Figure 1. Signal wires by layer (run 1).
Scale bar: 50 um. Two of the layers only.
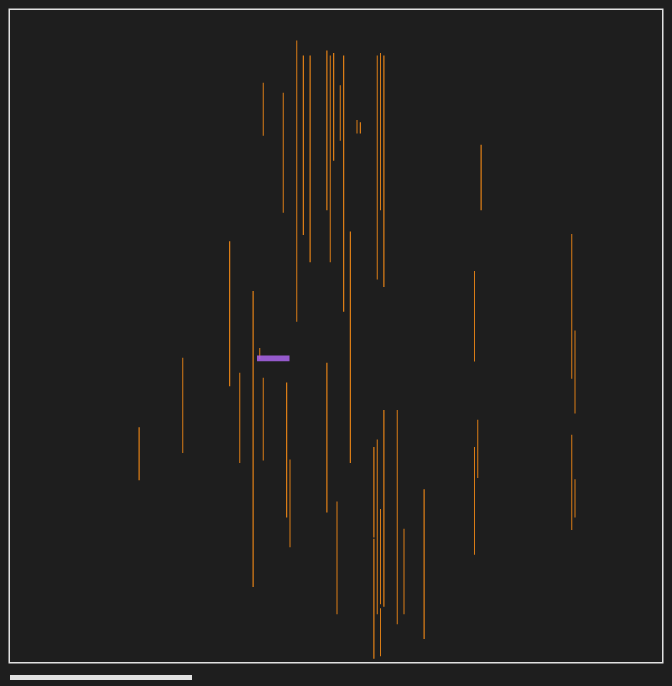
Figure 2. Routing congestion map (run 1).
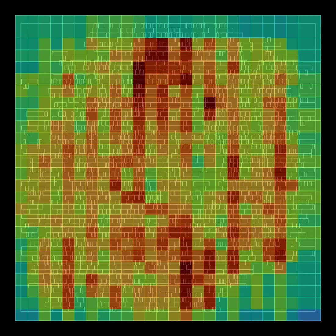
Figure 3. Metal 1 (run 1).
Scale bar: 50 um.
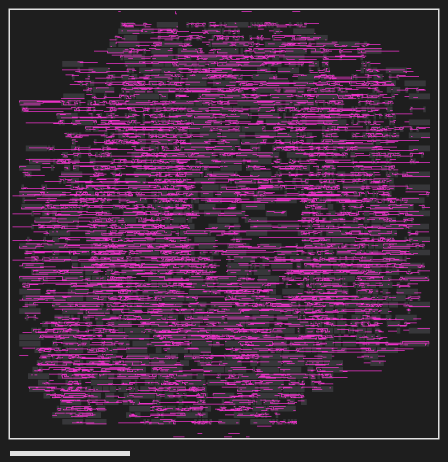
==> config.mk <==
export PLATFORM = sky130hd
export DESIGN_NAME = tdoa_collector
export DESIGN_NICKNAME = d
export VERILOG_FILES = /design/src/rtl/tdoa_collector.sv
export SDC_FILE = /design/constraint.sdc
export NUM_CORES = 1
export LEC_CHECK = 0
export ABC_AREA = 1
export CELL_PAD_IN_SITES_DETAIL_PLACEMENT = 0
export CELL_PAD_IN_SITES_GLOBAL_PLACEMENT = 1
export CORE_MARGIN = 3
export CORE_UTILIZATION = 41
export DETAILED_ROUTE_END_ITERATION = 6
export DONT_BUFFER_PORTS = 1
export PLACE_DENSITY = 0.83
export REMOVE_ABC_BUFFERS = 1
export SETUP_SLACK_MARGIN = 0.2
export SYNTH_ARGS = -nofsm -noshare
export SYNTH_HDL_FRONTEND = slang
export SYNTH_SLANG_ARGS = --single-unit
==> constraint.sdc <==
create_clock -name clk -period 1.77 [get_ports clk]
set_input_delay 0.354 -clock clk [delete_from_list [all_inputs] [get_ports clk]]
set_output_delay 0.354 -clock clk [all_outputs]
set_load 0.005 [all_outputs]
==> reports/metrics.yaml, run 1 <==
outcome:
  status: "complete, but fails checks"
  violations: "negative hold slack, negative setup slack"
setup_path:
  rrSetupSlack_ns: -0.16
  path_max_fanout: 5
  critPathBufInv: 4
  critPathTopFamily: "buffers and inverters"
final_timing:
  fin_tns_setup_ns: -12.93
  final.setup.worst_slack_ns: -0.1559
  whs_ns: -0.3899
  setup_viol: 144
  slew_viol_final: 0
  finalHoldViolCount: 186
place:
  io_buffer_count: 0
yosys:
  synthDistinctLibCells: 36
  postSynthCellCount: 1848
  syn_area_sq_um: 12250
  netlist_top_cells_area: "dfrtp_1 38%, nand2_1 24%, inv_1 8.7%"
  fa_ha_area_frac: 0.06861
finish:
  final_cell_area_sq_um: 18130
  signal_buffers: 203
  flops: 186
  antenna_cells: 0
  dominant_cells: "logic gates"
  logic_gates: 1331
  fill_cells: 2466
routing:
  drtIter0Drc: 787
global_routing:
  grt_max_degree: 187
floorplanning:
  dieArea_sq_um: 32000
-- Figure 1 (at the start) --
layer	colour	wire length
M5	purple	7.40 um
M4	orange	1530 um
Routed WL per cell: 17.60 um
GRT Overall Usage: 0.2500
total wire length: 42630 um
vias: 12536

-- Figure 2 (at the start) --
GR Util met1: 0.3306
final core occ: 0.6231
GR peak layer: met2

-- Figure 3 (at the start) --
share of all routed wire	42%
nets with wire on the layer	2071
main direction	horizontal
longest straight run	46.9 um

==> inputs of run 2 (changes only) <==
ABC_CLOCK_PERIOD_IN_PS = 1770   (was not set)
SKIP_LAST_GASP = 1   (was not set)
==> reports/metrics.yaml, run 2 <==
finish:
  final_util: 0.6351
  dominant_cells: "logic gates"
  regArea_sq_um: 4658
  fill_cells: 2421
  seq_share: 0.2521
  flops: 186
  antenna_cells: 1
  signal_buffers: 224
  logic_gates: 1331
  lay_top_count: "nand2_1"
  drive_gt1_frac: 0.3919
  final_cell_area_sq_um: 18480
yosys:
  async_reset_ff_frac: 1.000
  netlist_top_cells_area: "dfrtp_1 38%, nand2_1 24%, inv_1 8.7%"
  yosys-top-cells-count: "774 x nand2_1, 285 x inv_1, 186 x dfrtp_1"
  syn_area_sq_um: 12250
  synthDistinctLibCells: 36
  synthFlopType: "dfrtp_1"
  postSynthCellCount: 1848
final_timing:
  whs_ns: -0.4000
  finalHoldViolCount: 186
  final.setup.worst_slack_ns: -0.1811
  setup_viol: 136
  slew_viol_final: 0
place:
  io_buffer_count: 0
setup_path:
  critPathTopFamily: "simple AND/OR/NAND/NOR gates"
  rrSetupSlack_ns: -0.18
  path_max_fanout: 3
  critPathBufInv: 1
  crit_required_ns: 2.15
global_routing:
  gr-max-usage-layer: "met2"
  grt_max_degree: 187
floorplanning:
  dieArea_sq_um: 32000
  core_area_sq_um: 29090
routing:
  drtIter0Drc: 835
  drc: 0
  wl_met2_um: 21740
min_path:
  min_path_type: "in -> async"
outcome:
  status: "complete, but fails checks"
  violations: "negative hold slack, negative setup slack"
clock_tree:
  clk_latency_ns: 0.45
Figure 4. Metal 1 (run 2).
Scale bar: 50 um.
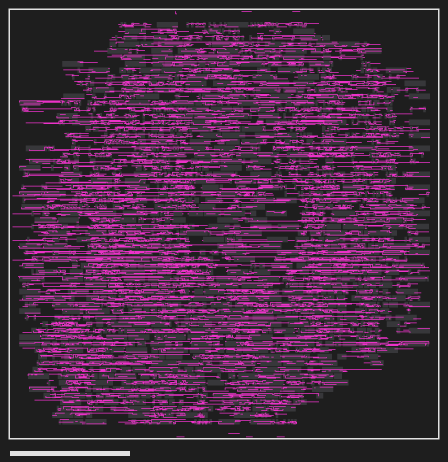
wire length on this layer	18700 um
nets with wire on the layer	2098
main direction	horizontal
GR Util met1: 0.3309
total wire length: 44130 um
vias: 12644

Figure 5. Signal wires by layer (run 2).
Scale bar: 50 um. Two of the layers only.
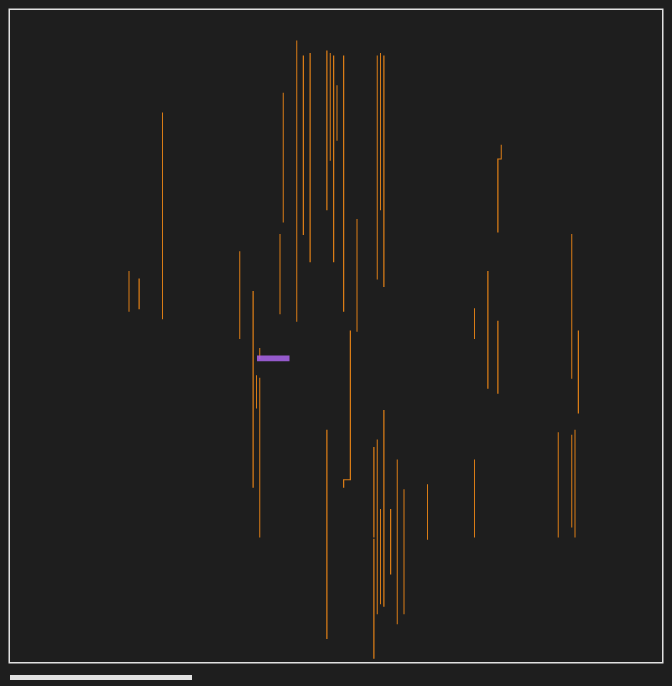
layer	colour	wire length
M5	purple	7.40 um
M4	orange	1510 um
GRT Overall Usage: 0.2495
Routed WL per cell: 18.06 um

